<file path="config.mk">
export PLATFORM = sky130hd
export DESIGN_NAME = nec_operand_fetch_flat
export DESIGN_NICKNAME = d
export VERILOG_FILES = /design/src/rtl/nec_operand_fetch_if.sv /design/src/rtl/nec_operand_fetch.sv /design/src/flat_wrapper.sv
export SDC_FILE = /design/constraint.sdc
export NUM_CORES = 1
export LEC_CHECK = 0
export ABC_CLOCK_PERIOD_IN_PS = 6000
export CORE_MARGIN = 2
export CORE_UTILIZATION = 38
export CTS_CLUSTER_DIAMETER = 50
export DETAILED_ROUTE_END_ITERATION = 10
export GPL_TIMING_DRIVEN = 0
export HOLD_SLACK_MARGIN = 0.1
export PLACE_DENSITY = 0.66
export SLEW_MARGIN = 10
export SYNTH_ARGS = -nofsm -noshare
export SYNTH_HDL_FRONTEND = slang
export SYNTH_SLANG_ARGS = --single-unit
</file>
<file path="constraint.sdc">
create_clock -name clk -period 6 [get_ports clk]
set_input_delay 1.5 -clock clk [delete_from_list [all_inputs] [get_ports clk]]
set_output_delay 1.5 -clock clk [all_outputs]
set_load 0.01 [all_outputs]
</file>
<file path="src/rtl/nec_operand_fetch_if.sv">
// Handshake/bus bundle between the prefetch queue, the decoder and the
// operand fetch block.
interface nec_operand_fetch_if #(
  parameter int IPQ_DEPTH = 8,
  parameter int PC_WIDTH  = 16
);
  localparam int LENW = $clog2(IPQ_DEPTH) + 1;

  logic                           ce_1;
  logic                           ce_2;
  logic                           set_pc;
  logic [PC_WIDTH-1:0]            new_pc;
  logic [IPQ_DEPTH-1:0][7:0]      ipq;
  logic [LENW-1:0]                ipq_len;
  logic                           start;
  logic [2:0]                     disp_size;
  logic [2:0]                     imm_size;
  logic                           disp_sext;
  logic                           imm_sext;
  logic                           retire;
  logic [PC_WIDTH-1:0]            pc;
  logic [PC_WIDTH-1:0]            end_pc;
  logic [15:0]                    disp;
  logic [31:0]                    imm;
  logic                           busy;
  logic                           done;

  modport master (
    output ce_1, ce_2, set_pc, new_pc, ipq, ipq_len, start,
           disp_size, imm_size, disp_sext, imm_sext, retire,
    input  pc, end_pc, disp, imm, busy, done
  );

  modport slave (
    input  ce_1, ce_2, set_pc, new_pc, ipq, ipq_len, start,
           disp_size, imm_size, disp_sext, imm_sext, retire,
    output pc, end_pc, disp, imm, busy, done
  );
endinterface

</file>
<file path="src/rtl/nec_operand_fetch.sv">
// Operand extractor: pulls displacement/immediate bytes from the circular
// prefetch queue, owns the fetch pc and holds results until retired.
module nec_operand_fetch #(
  parameter int IPQ_DEPTH   = 8,
  parameter int FETCH_BYTES = 2,
  parameter int PC_WIDTH    = 16
) (
  input  logic             clk,
  input  logic             reset_n,
  nec_operand_fetch_if.slave bus
);
  localparam int IDXW = $clog2(IPQ_DEPTH);

  typedef enum logic [1:0] {
    S_IDLE  = 2'd0,
    S_FETCH = 2'd1,
    S_DONE  = 2'd2
  } state_t;

  state_t              r_state;
  logic [PC_WIDTH-1:0] r_pc;
  logic [PC_WIDTH-1:0] r_end_pc;
  logic [15:0]         r_disp;
  logic [31:0]         r_imm;
  logic                r_busy;
  logic                r_done;
  logic [1:0]          r_disp_size;
  logic [2:0]          r_imm_size;
  logic [1:0]          r_disp_read;
  logic [2:0]          r_imm_read;
  logic                r_disp_sext;
  logic                r_imm_sext;

  logic [1:0]          w_disp_size_in;
  logic [2:0]          w_imm_size_in;
  logic                w_zero_op;
  logic                w_flush;
  logic                w_begin;
  logic [2:0]          w_disp_left;
  logic [2:0]          w_imm_left;
  logic [31:0]         w_rem;
  logic [31:0]         w_n_q;
  logic [31:0]         w_n;
  logic [31:0]         w_n_disp;
  logic [31:0]         w_off;
  logic [IDXW-1:0]     w_idx;
  logic [1:0][7:0]     w_disp_b;
  logic [3:0][7:0]     w_imm_b;
  logic [1:0]          w_disp_read_nx;
  logic [2:0]          w_imm_read_nx;
  logic                w_last;

  // Size legalisation and start/flush qualification.
  always_comb begin
    w_disp_size_in = 2'd0;
    if (bus.disp_size <= 3'd2) begin
      w_disp_size_in = bus.disp_size[1:0];
    end else begin
      w_disp_size_in = 2'd0;
    end
    case (bus.imm_size)
      3'd1, 3'd2, 3'd4: w_imm_size_in = bus.imm_size;
      default:          w_imm_size_in = 3'd0;
    endcase
    w_zero_op = (w_disp_size_in == 2'd0) && (w_imm_size_in == 3'd0);
    w_flush   = (bus.ce_1 | bus.ce_2) & bus.set_pc;
    w_begin   = bus.ce_1 && bus.start &&
                ((r_state == S_IDLE) || ((r_state == S_DONE) && bus.retire));
  end

  // Per-cycle byte steering: displacement first, remainder spills into imm.
  always_comb begin
    w_disp_left = 3'(r_disp_size) - 3'(r_disp_read);
    w_imm_left  = r_imm_size - r_imm_read;
    w_rem       = 32'(w_disp_left) + 32'(w_imm_left);
    w_n_q       = (32'(bus.ipq_len) < 32'(FETCH_BYTES)) ? 32'(bus.ipq_len)
                                                        : 32'(FETCH_BYTES);
    w_n         = (w_rem < w_n_q) ? w_rem : w_n_q;
    w_n_disp    = (w_n < 32'(w_disp_left)) ? w_n : 32'(w_disp_left);
    w_disp_b    = r_disp;
    w_imm_b     = r_imm;
    w_off       = 32'd0;
    w_idx       = {IDXW{1'b0}};
    for (int k = 0; k < FETCH_BYTES; k++) begin
      if (32'(k) < w_n) begin
        w_idx = r_pc[IDXW-1:0] + IDXW'(k);
        if (32'(k) < w_n_disp) begin
          w_off = 32'(r_disp_read) + 32'(k);
          w_disp_b[w_off[0]] = bus.ipq[w_idx];
        end else begin
          w_off = 32'(r_imm_read) + 32'(k) - w_n_disp;
          w_imm_b[w_off[1:0]] = bus.ipq[w_idx];
        end
      end else begin
        w_idx = {IDXW{1'b0}};
      end
    end
    w_disp_read_nx = r_disp_read + 2'(w_n_disp);
    w_imm_read_nx  = r_imm_read + 3'(w_n - w_n_disp);
    // A 1-byte field is complete once its single byte has been read.
    if ((r_disp_size == 2'd1) && r_disp_sext && (w_disp_read_nx == 2'd1)) begin
      w_disp_b[1] = {8{w_disp_b[0][7]}};
    end else begin
      w_disp_b[1] = w_disp_b[1];
    end
    if ((r_imm_size == 3'd1) && r_imm_sext && (w_imm_read_nx == 3'd1)) begin
      w_imm_b[3:1] = {24{w_imm_b[0][7]}};
    end else begin
      w_imm_b[3:1] = w_imm_b[3:1];
    end
    w_last = (w_n == w_rem);
  end

  // Control FSM with registered pc and operand outputs.
  always_ff @(posedge clk or negedge reset_n) begin
    if (!reset_n) begin
      r_state     <= S_IDLE;
      r_pc        <= {PC_WIDTH{1'b0}};
      r_end_pc    <= {PC_WIDTH{1'b0}};
      r_disp      <= 16'd0;
      r_imm       <= 32'd0;
      r_busy      <= 1'b0;
      r_done      <= 1'b0;
      r_disp_size <= 2'd0;
      r_imm_size  <= 3'd0;
      r_disp_read <= 2'd0;
      r_imm_read  <= 3'd0;
      r_disp_sext <= 1'b0;
      r_imm_sext  <= 1'b0;
    end else if (w_flush) begin
      r_state  <= S_IDLE;
      r_pc     <= bus.new_pc;
      r_end_pc <= bus.new_pc;
      r_disp   <= 16'd0;
      r_imm    <= 32'd0;
      r_busy   <= 1'b0;
      r_done   <= 1'b0;
    end else if (bus.ce_1) begin
      case (r_state)
        S_IDLE, S_DONE: begin
          if (w_begin) begin
            r_disp_size <= w_disp_size_in;
            r_imm_size  <= w_imm_size_in;
            r_disp_sext <= bus.disp_sext;
            r_imm_sext  <= bus.imm_sext;
            r_disp_read <= 2'd0;
            r_imm_read  <= 3'd0;
            r_disp      <= 16'd0;
            r_imm       <= 32'd0;
            if (w_zero_op) begin
              r_state <= S_DONE;
              r_busy  <= 1'b0;
              r_done  <= 1'b1;
            end else begin
              r_state <= S_FETCH;
              r_busy  <= 1'b1;
              r_done  <= 1'b0;
            end
          end else if ((r_state == S_DONE) && bus.retire) begin
            r_state <= S_IDLE;
            r_done  <= 1'b0;
          end else begin
            r_state <= r_state;
          end
        end
        S_FETCH: begin
          if (w_n != 32'd0) begin
            r_pc        <= r_pc + PC_WIDTH'(w_n);
            r_end_pc    <= r_end_pc + PC_WIDTH'(w_n);
            r_disp      <= w_disp_b;
            r_imm       <= w_imm_b;
            r_disp_read <= w_disp_read_nx;
            r_imm_read  <= w_imm_read_nx;
            if (w_last) begin
              r_state <= S_DONE;
              r_busy  <= 1'b0;
              r_done  <= 1'b1;
            end else begin
              r_state <= S_FETCH;
            end
          end else begin
            r_state <= S_FETCH;
          end
        end
        default: begin
          r_state <= S_IDLE;
          r_busy  <= 1'b0;
          r_done  <= 1'b0;
        end
      endcase
    end else begin
      r_state <= r_state;
    end
  end

  assign bus.pc     = r_pc;
  assign bus.end_pc = r_end_pc;
  assign bus.disp   = r_disp;
  assign bus.imm    = r_imm;
  assign bus.busy   = r_busy;
  assign bus.done   = r_done;
endmodule

</file>
<file path="src/flat_wrapper.sv">
// flat-port wrapper written by rule: the top's interface ports become plain ports
module nec_operand_fetch_flat 
#(
  parameter int IPQ_DEPTH   = 8,
  parameter int FETCH_BYTES = 2,
  parameter int PC_WIDTH    = 16
)
  (clk, reset_n, bus_ce_1, bus_ce_2, bus_set_pc, bus_new_pc, bus_ipq, bus_ipq_len, bus_start, bus_disp_size, bus_imm_size, bus_disp_sext, bus_imm_sext, bus_retire, bus_pc, bus_end_pc, bus_disp, bus_imm, bus_busy, bus_done);
  nec_operand_fetch_if #(.IPQ_DEPTH(IPQ_DEPTH), .PC_WIDTH(PC_WIDTH)) bus_i ();
  input  logic clk;
  input  logic reset_n;
  input wire logic [$bits(bus_i.ce_1)-1:0] bus_ce_1;
  input wire logic [$bits(bus_i.ce_2)-1:0] bus_ce_2;
  input wire logic [$bits(bus_i.set_pc)-1:0] bus_set_pc;
  input wire logic [$bits(bus_i.new_pc)-1:0] bus_new_pc;
  input wire logic [$bits(bus_i.ipq)-1:0] bus_ipq;
  input wire logic [$bits(bus_i.ipq_len)-1:0] bus_ipq_len;
  input wire logic [$bits(bus_i.start)-1:0] bus_start;
  input wire logic [$bits(bus_i.disp_size)-1:0] bus_disp_size;
  input wire logic [$bits(bus_i.imm_size)-1:0] bus_imm_size;
  input wire logic [$bits(bus_i.disp_sext)-1:0] bus_disp_sext;
  input wire logic [$bits(bus_i.imm_sext)-1:0] bus_imm_sext;
  input wire logic [$bits(bus_i.retire)-1:0] bus_retire;
  output wire logic [$bits(bus_i.pc)-1:0] bus_pc;
  output wire logic [$bits(bus_i.end_pc)-1:0] bus_end_pc;
  output wire logic [$bits(bus_i.disp)-1:0] bus_disp;
  output wire logic [$bits(bus_i.imm)-1:0] bus_imm;
  output wire logic [$bits(bus_i.busy)-1:0] bus_busy;
  output wire logic [$bits(bus_i.done)-1:0] bus_done;
  assign bus_i.ce_1 = bus_ce_1;
  assign bus_i.ce_2 = bus_ce_2;
  assign bus_i.set_pc = bus_set_pc;
  assign bus_i.new_pc = bus_new_pc;
  assign bus_i.ipq = bus_ipq;
  assign bus_i.ipq_len = bus_ipq_len;
  assign bus_i.start = bus_start;
  assign bus_i.disp_size = bus_disp_size;
  assign bus_i.imm_size = bus_imm_size;
  assign bus_i.disp_sext = bus_disp_sext;
  assign bus_i.imm_sext = bus_imm_sext;
  assign bus_i.retire = bus_retire;
  assign bus_pc = bus_i.pc;
  assign bus_end_pc = bus_i.end_pc;
  assign bus_disp = bus_i.disp;
  assign bus_imm = bus_i.imm;
  assign bus_busy = bus_i.busy;
  assign bus_done = bus_i.done;
  nec_operand_fetch #(.IPQ_DEPTH(IPQ_DEPTH), .FETCH_BYTES(FETCH_BYTES), .PC_WIDTH(PC_WIDTH)) u_core (.clk(clk), .reset_n(reset_n), .bus(bus_i));
endmodule
</file>
**Run 1: met1 routing**

The bar under the picture is 50 um long. Cells faint in the background.
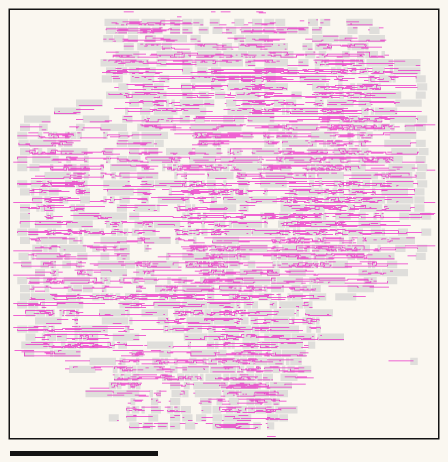
1,047 nets have wire on it. The layer holds 41% of the routed length.
WL final: 25,900 um
met1 global-route usage: 31.4%
vias post-DR: 7,300

**Run 1: met2 routing**

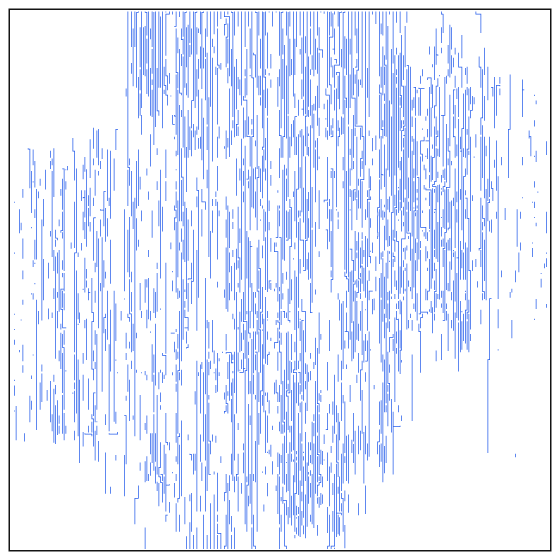
The layer carries 12,700 um of wire. The longest straight run is 63.6 um.
M2 GR Usage: 41.3%

==> impl_metrics.json, run 1 <==
{
  "seq_area_frac_synth_pct": 32.1,
  "warning_count": 32,
  "crit_type": "flip-flop to flip-flop",
  "post-route-worst-setup-slack_ns": -0.133,
  "post_cts_resized": 40,
  "grt_use_total_pct": 24.7,
  "num_rows": 51,
  "core_sq_um": 19400,
  "wl_met1_um": 10600,
  "synth_cell_types": 69,
  "layout-drive-gt1-share_pct": 18.7,
  "rr_endpoint": "u_core.bus.imm[22]",
  "clock_path_buffers": 2,
  "logic_area_sq_um": 5170,
  "ios": 181,
  "grt_pass1_wl_um": 39800,
  "io_buffer_count": 180,
  "hold_start": "u_core.bus.done",
  "largestClassByArea": "multi-input combinational cells",
  "antenna_cells": 0,
  "finalSetupViolations": 24,
  "die_area_sq_um": 20800,
  "clock_latency_ns": 0.36,
  "clk_pin_slew_worst_paths_ns": 0.07,
  "rsz0062_at_grt": "yes",
  "violations": "setup timing",
  "grt_pass1_vias": 7421,
  "grt_max_degree": 56,
  "fp_util_pct": 38.5,
  "endpoint": "u_core.bus.imm[22]",
  "r2r_start": "u_core.r_imm_size[0]",
  "ant_nets": 0,
  "yosys_cells": 778,
  "dr.first_iter.drc_count": 420,
  "finalHoldViolCount": 0,
  "top_usage_layer": "met2",
  "comb_cells": 613,
  "seq_share_pct": 22.4,
  "whs_endpoint": "u_core.bus.done",
  "whs_path_depth": 1,
  "synth-adder-area-share_pct": 6.06,
  "status": "finished, violations left",
  "cts-buffers-inserted": 9,
  "cp.required_ns": 6.22,
  "postCtsSetupBuffers": 32,
  "clk_share_pct": 2.47,
  "yosys.area_share.aoi_pct": 21.2,
  "fin_crit_sh_pct": 102,
  "drc": 0,
  "drv_slew": 0,
  "n_all_buffers": 269,
  "cts_tree": "done",
  "worst_pin_slew_ns": 1.23,
  "crit_cells": 29,
  "worstPathMaxFanout": 5,
  "grt_remaining_overflow": 0,
  "route.met2.wl_um": 12700
}
**Run 1: M3 wires**

The bar under the picture is 50 um long.
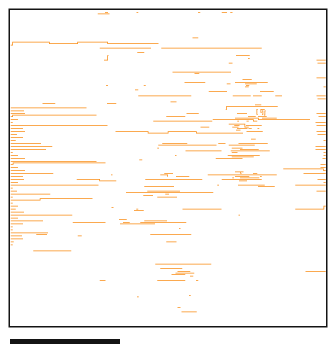
The layer carries 1,810 um of wire. The layer holds 7.0% of the routed length. 159 nets have wire on it. The longest straight run is 45.5 um. The wires run mostly horizontal.
met3 Use GR: 5.89%

**Run 1: signal wires on met4**

The bar under the picture is 50 um long.
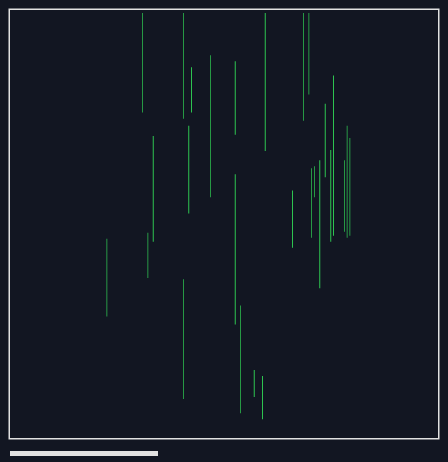
The wires run mostly vertical. The layer holds 3.2% of the routed length. The layer carries 818 um of wire. 21 nets have wire on it. The longest straight run is 53.7 um.

## run 1: synthesized netlist by cell type, types with 3 or more instances
cell	n	share of area (%)
o211ai_1	6	0.60
a21o_1	35	3.5
mux4_2	32	9.6
nor2_1	63	3.2
mux2_2	4	0.60
nor2b_1	7	0.59
xor2_1	21	2.5
o21a_1	4	0.40
buf_6	3	0.45
a22o_1	4	0.47
a21oi_1	49	3.3
mux2i_1	20	2.7
clkbuf_1	41	2.1
nor4_1	10	0.84
nor3b_1	3	0.30
dfrtp_1	96	32
a311oi_1	25	2.9
or2_2	4	0.33
inv_1	23	1.2
o31ai_1	11	1.1
o221ai_1	7	0.82
a221o_1	7	0.94
nand4_1	3	0.25
or3_1	6	0.50
ha_1	25	4.2
nand3_1	34	2.3
o31ai_2	20	3.3
o21ai_0	19	1.3
nor3_1	35	2.3
xnor2_2	3	0.65
and3_1	16	1.3
nand2_1	75	3.8
fa_1	7	1.9
xnor2_1	15	1.8
nand2b_1	5	0.42
## run 1: registers in the layout (all words and copies together), names as in the netlist, 2 cells and up
name and count:
u_core.bus.imm 32, u_core.bus.disp 16, u_core.bus.end_pc 16, u_core.bus.pc 16, u_core.r_imm_read 3, u_core.r_imm_size 3
u_core.r_disp_read 2, u_core.r_disp_size 2, u_core.r_state 2
## run 1: per-stage QoR
stage	cell area (sq um)	instances	setup slack [ns]	hold WS, ns
6_report	10700	1283	-0.133	0.489
5_1_grt	10700	1283	-0.364	0.517
4_1_cts	10500	1275	-0.0765	0.498
3_5_place_dp	9730	1226	-1.29	0.482
3_3_place_gp	9710	1225	-1.27	0.472
2_1_floorplan	7570	780	-0.266	0.449
**Run 1: clock nets**

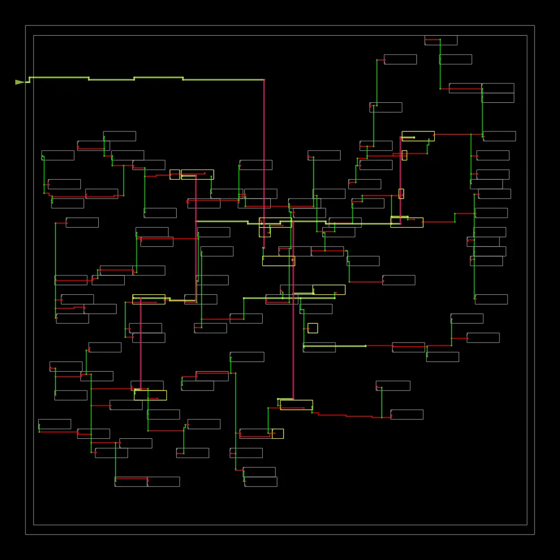

==> inputs of run 2 (changes only) <==
Settings changed: CORE_ASPECT_RATIO set to 1.25.
**Run 2: clock nets**

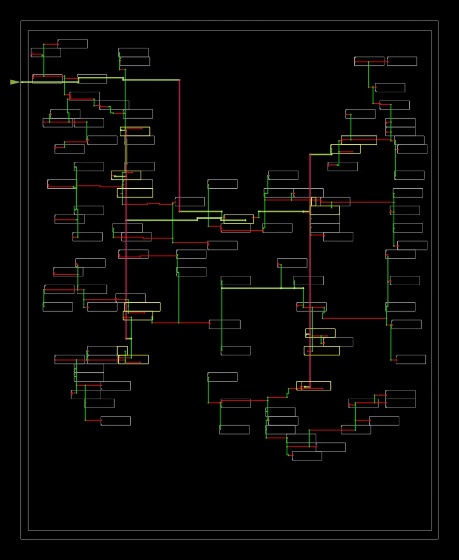
flop count: 96
Num CTS Buffers: 9
# clock sinks: 96
# clk buffers: 11

**Run 2: signal wires on met4**

The bar under the picture is 50 um long.
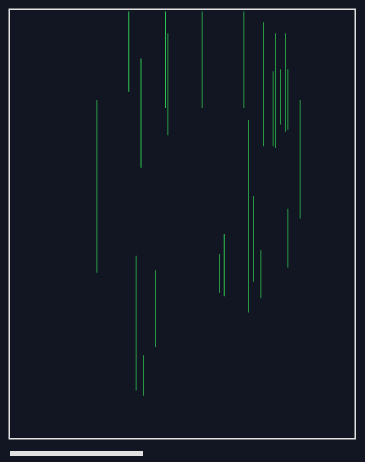
The layer carries 797 um of wire. 21 nets have wire on it. The longest straight run is 72.1 um. The wires run mostly vertical. The layer holds 3.2% of the routed length.
WL final: 25,300 um
vias post-DR: 7,245

==> run 2 against run 1 <==
Net effect:
- the run still ends with setup timing left
- core utilization rose by 0.28 points
- cell area rose by 0.51%
- hold slack improved by 0.00061 ns
- critical path type unchanged
==> impl_metrics.json, run 2 <==
{
  "rsz0062_at_grt": "yes",
  "ant_nets": 0,
  "io_buffer_count": 180,
  "num_rows": 57,
  "grt_remaining_overflow": 0,
  "core_sq_um": 19400,
  "final_area_sq_um": 10800,
  "cts_tree": "done",
  "die_area_sq_um": 20800,
  "layout-drive-gt1-share_pct": 18.8,
  "largest_reg_flops": 32,
  "worst_pin_slew_ns": 1.10,
  "antenna_cells": 0,
  "grt_use_met2_pct": 41.8,
  "clock_latency_ns": 0.35,
  "violations": "setup timing",
  "synthTopCellsByCount": "dfrtp_1 (96), nand2_1 (75), nor2_1 (63)",
  "pre_cts_ws_ns": -1.37,
  "drc": 0,
  "finalSetupViolations": 24,
  "fin_crit_sh_pct": 103,
  "cp.required_ns": 6.21,
  "wl_met1_um": 10200,
  "grt_pass1_vias": 7281,
  "post-route-worst-setup-slack_ns": -0.205,
  "synth.area.top_cells": "dfrtp_1 (32%), mux4_2 (9.6%), ha_1 (4.2%), nand2_1 (3.8%), a21o_1 (3.5%)",
  "edf_count": 0,
  "synth-adder-area-share_pct": 6.06,
  "yosys.area_share.aoi_pct": 21.2,
  "clk_pin_slew_worst_paths_ns": 0.07,
  "yosys_cells": 778,
  "seq_area_frac_synth_pct": 32.1,
  "warning_count": 32,
  "ios": 181,
  "dp_cells": 1226,
  "grt_use_met3_pct": 3.83,
  "fp_util_pct": 38.5,
  "fin_crit_ns": 6.21,
  "dpl_cell_area_sq_um": 9730,
  "drv_slew": 0,
  "synth_cell_types": 69,
  "clock_path_buffers": 2,
  "yosysMostFrequentCell": "dfrtp_1",
  "timing.hold.ws_ns": 0.489,
  "grt_max_degree": 51,
  "top_usage_layer": "met2",
  "instances_no_fill": 1293,
  "synth_area_leader_cell": "dfrtp_1",
  "status": "finished, violations left"
}
-- run 2: cell types whose count changed in the layout (fill, tap and decap cells not counted), sizes merged --
cell and delta:
buf +6, clkinvlp -2, clkbuf +2, bufbuf +1
clkinv -1, clkdlybuf4s15 +1, dlygate4sd2 -1, bufinv +4
-- run 2: worst paths after layout --
path	start	end	slack, ns	depth (start not counted)
max in group asynchronous	reset_n	u_core.r_disp_read[0]	4.12	2
worst max-delay path	u_core.r_disp_size[0]	u_core.bus.imm[11]	-0.21	28
min in group asynchronous	reset_n	u_core.bus.end_pc[11]	1.17	1
worst min-delay path	u_core.r_disp_size[0]	u_core.r_disp_size[0]	0.49	2
worst max register to register	u_core.r_disp_size[0]	u_core.bus.imm[11]	-0.21	28
worst min register to register	u_core.r_disp_size[0]	u_core.r_disp_size[0]	0.49	2
-- run 2: final cells by class --
| type | instances | area [sq um] |
|---|---|---|
| buffer | 46 | 238 |
| clock buffer | 11 | 233 |
| clock inverter | 5 | 129 |
| fill | 1771 | 8600 |
| inverter | 25 | 101 |
| multi-input combinational | 613 | 5070 |
| sequential | 96 | 2400 |
| tap | 265 | 332 |
| timing repair buffer | 232 | 2290 |
-- run 2: worst max-delay path, delay by kind of cell, from the launching register on --
kind            cells  cell delay [ns]
flops               1             0.35
mux                 1             0.26
compound gates     10             1.78
fa+ha+maj           7             2.40
buf+inv             7             0.64
simple gates        3             0.60
-- run 2: what timing repair did --
item                                    in CTS  in global routing
setup buffers                               41                  9
pin swaps                                   26                 18
hold buffers                                 0                  0
gates resized                               47                 11
cloned                                       2                  0
endpoints found under the setup margin      41                 47
**Run 2: M3 wires**

The bar under the picture is 50 um long.
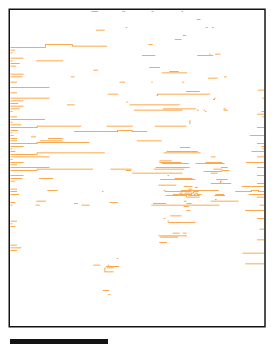

==> inputs of run 3 (changes only) <==
Settings changed: CAP_MARGIN set to 40, SLEW_MARGIN 10 to 20.
**Run 3: M3 wires**

The bar under the picture is 50 um long.
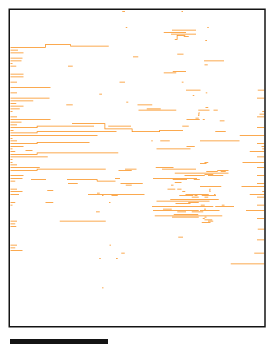
The layer holds 6.0% of the routed length. The wires run mostly horizontal. The layer carries 1,520 um of wire.
met3 Use GR: 4.10%
vias post-DR: 7,283
WL final: 25,400 um

==> run 3 against run 2 <==
Net effect:
- the flow still finishes with violations (setup timing)
- critical path depth decreased by 5
- die size unchanged
- clock skew is 0.0025 ns lower
- highest routed layer unchanged
==> impl_metrics.json, run 3 <==
{
  "status": "finished, violations left",
  "layout-drive-gt1-share_pct": 19.0,
  "r2r_slack_ns": -0.03,
  "cts_tree": "done",
  "violations": "setup timing",
  "rr_worst_depth": 23,
  "antenna_cells": 0,
  "synth_cell_types": 69,
  "whs_path_depth": 1,
  "synth.area.top_cells": "dfrtp_1 (32%), mux4_2 (9.6%), ha_1 (4.2%), nand2_1 (3.8%), a21o_1 (3.5%)",
  "wl_met1_um": 10100,
  "cts_hold_buffers": 0,
  "crit_cells": 23,
  "synthTopCellsByCount": "dfrtp_1 (96), nand2_1 (75), nor2_1 (63)",
  "ios": 181,
  "core_sq_um": 19400,
  "grt_max_degree": 51,
  "cp.required_ns": 6.22,
  "post-route-worst-setup-slack_ns": -0.0314,
  "top_usage_layer": "met2",
  "whs_endpoint": "u_core.bus.done",
  "clk_pin_slew_worst_paths_ns": 0.07,
  "grt_remaining_overflow": 0,
  "warning_count": 32,
  "grt_pass1_vias": 7140,
  "cts-buffers-inserted": 9,
  "finalSetupViolations": 22,
  "fp_util_pct": 38.5,
  "dpl_cell_area_sq_um": 9780,
  "rr_endpoint": "u_core.bus.imm[14]",
  "num_rows": 57
}
**Run 3: met2 routing**

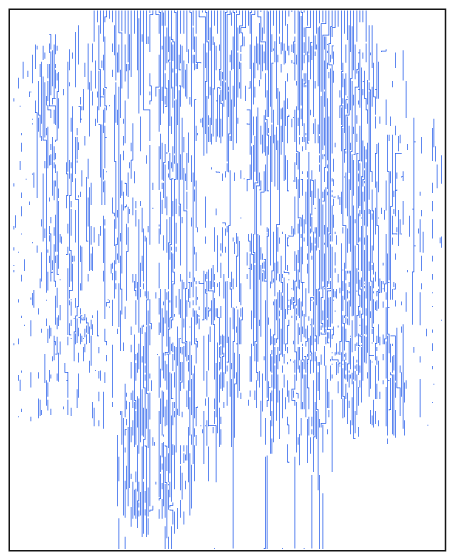
M2 GR Usage: 40.5%

## run 3: netlist changes by cell type in the layout (fill, tap and decap cells not counted), sizes merged
| cell | previous run | this run |
|---|---|---|
| bufbuf | 1 | 0 |
| bufinv | 4 | 2 |
| buf | 57 | 62 |
| clkinvlp | 0 | 1 |
| clkinv | 2 | 3 |
| clkbuf | 52 | 54 |
| clkdlybuf4s15 | 3 | 2 |
## run 3: cell families (layout without fill, tap and decap cells)
| logic type | Yosys count | after routing | share of synthesized area (%) |
|---|---|---|---|
| AND/OR/NAND/NOR | 272 | 272 | 17.7 |
| adder cells (fa/ha/maj) | 32 | 32 | 6.06 |
| other | 2 | 4 | 0.100 |
| AND-OR/OR-AND | 206 | 206 | 21.2 |
| buffers and inverters | 71 | 324 | 3.88 |
| XOR/XNOR | 41 | 41 | 5.49 |
| flip-flops | 96 | 96 | 32.1 |
| multiplexers | 58 | 58 | 13.4 |
## run 3: timing repair
action,CTS,global route
cloned,1,2
gates resized,41,20
setup buffers,29,14
endpoints found under the setup margin,33,32
pin swaps,25,26
hold endpoints to repair,0,0
## run 3: final cells by class
class | count | area (sq um) | share of cell area, %
clock inverters | 5 | 81.3 | 0.754
multi-input cells | 613 | 5090 | 47.2
repair buffers | 238 | 2320 | 21.5
well taps | 265 | 332 | 3.07
flip-flops and latches | 96 | 2400 | 22.3
inverters | 25 | 104 | 0.963
clock buffers | 11 | 233 | 2.16
plain buffers | 45 | 225 | 2.09
## run 3: metrics by stage
step | worst slack (ns) | setup TNS (ns) | instances
final | -0.0314 | -0.384 | 1298
after CTS | -0.0739 | -0.643 | 1278
after global placement | -1.34 | -79.99 | 1225
after floorplan | -0.266 | -5.79 | 780
after global routing | -0.238 | -5.30 | 1298
after detailed placement | -1.38 | -42.37 | 1233
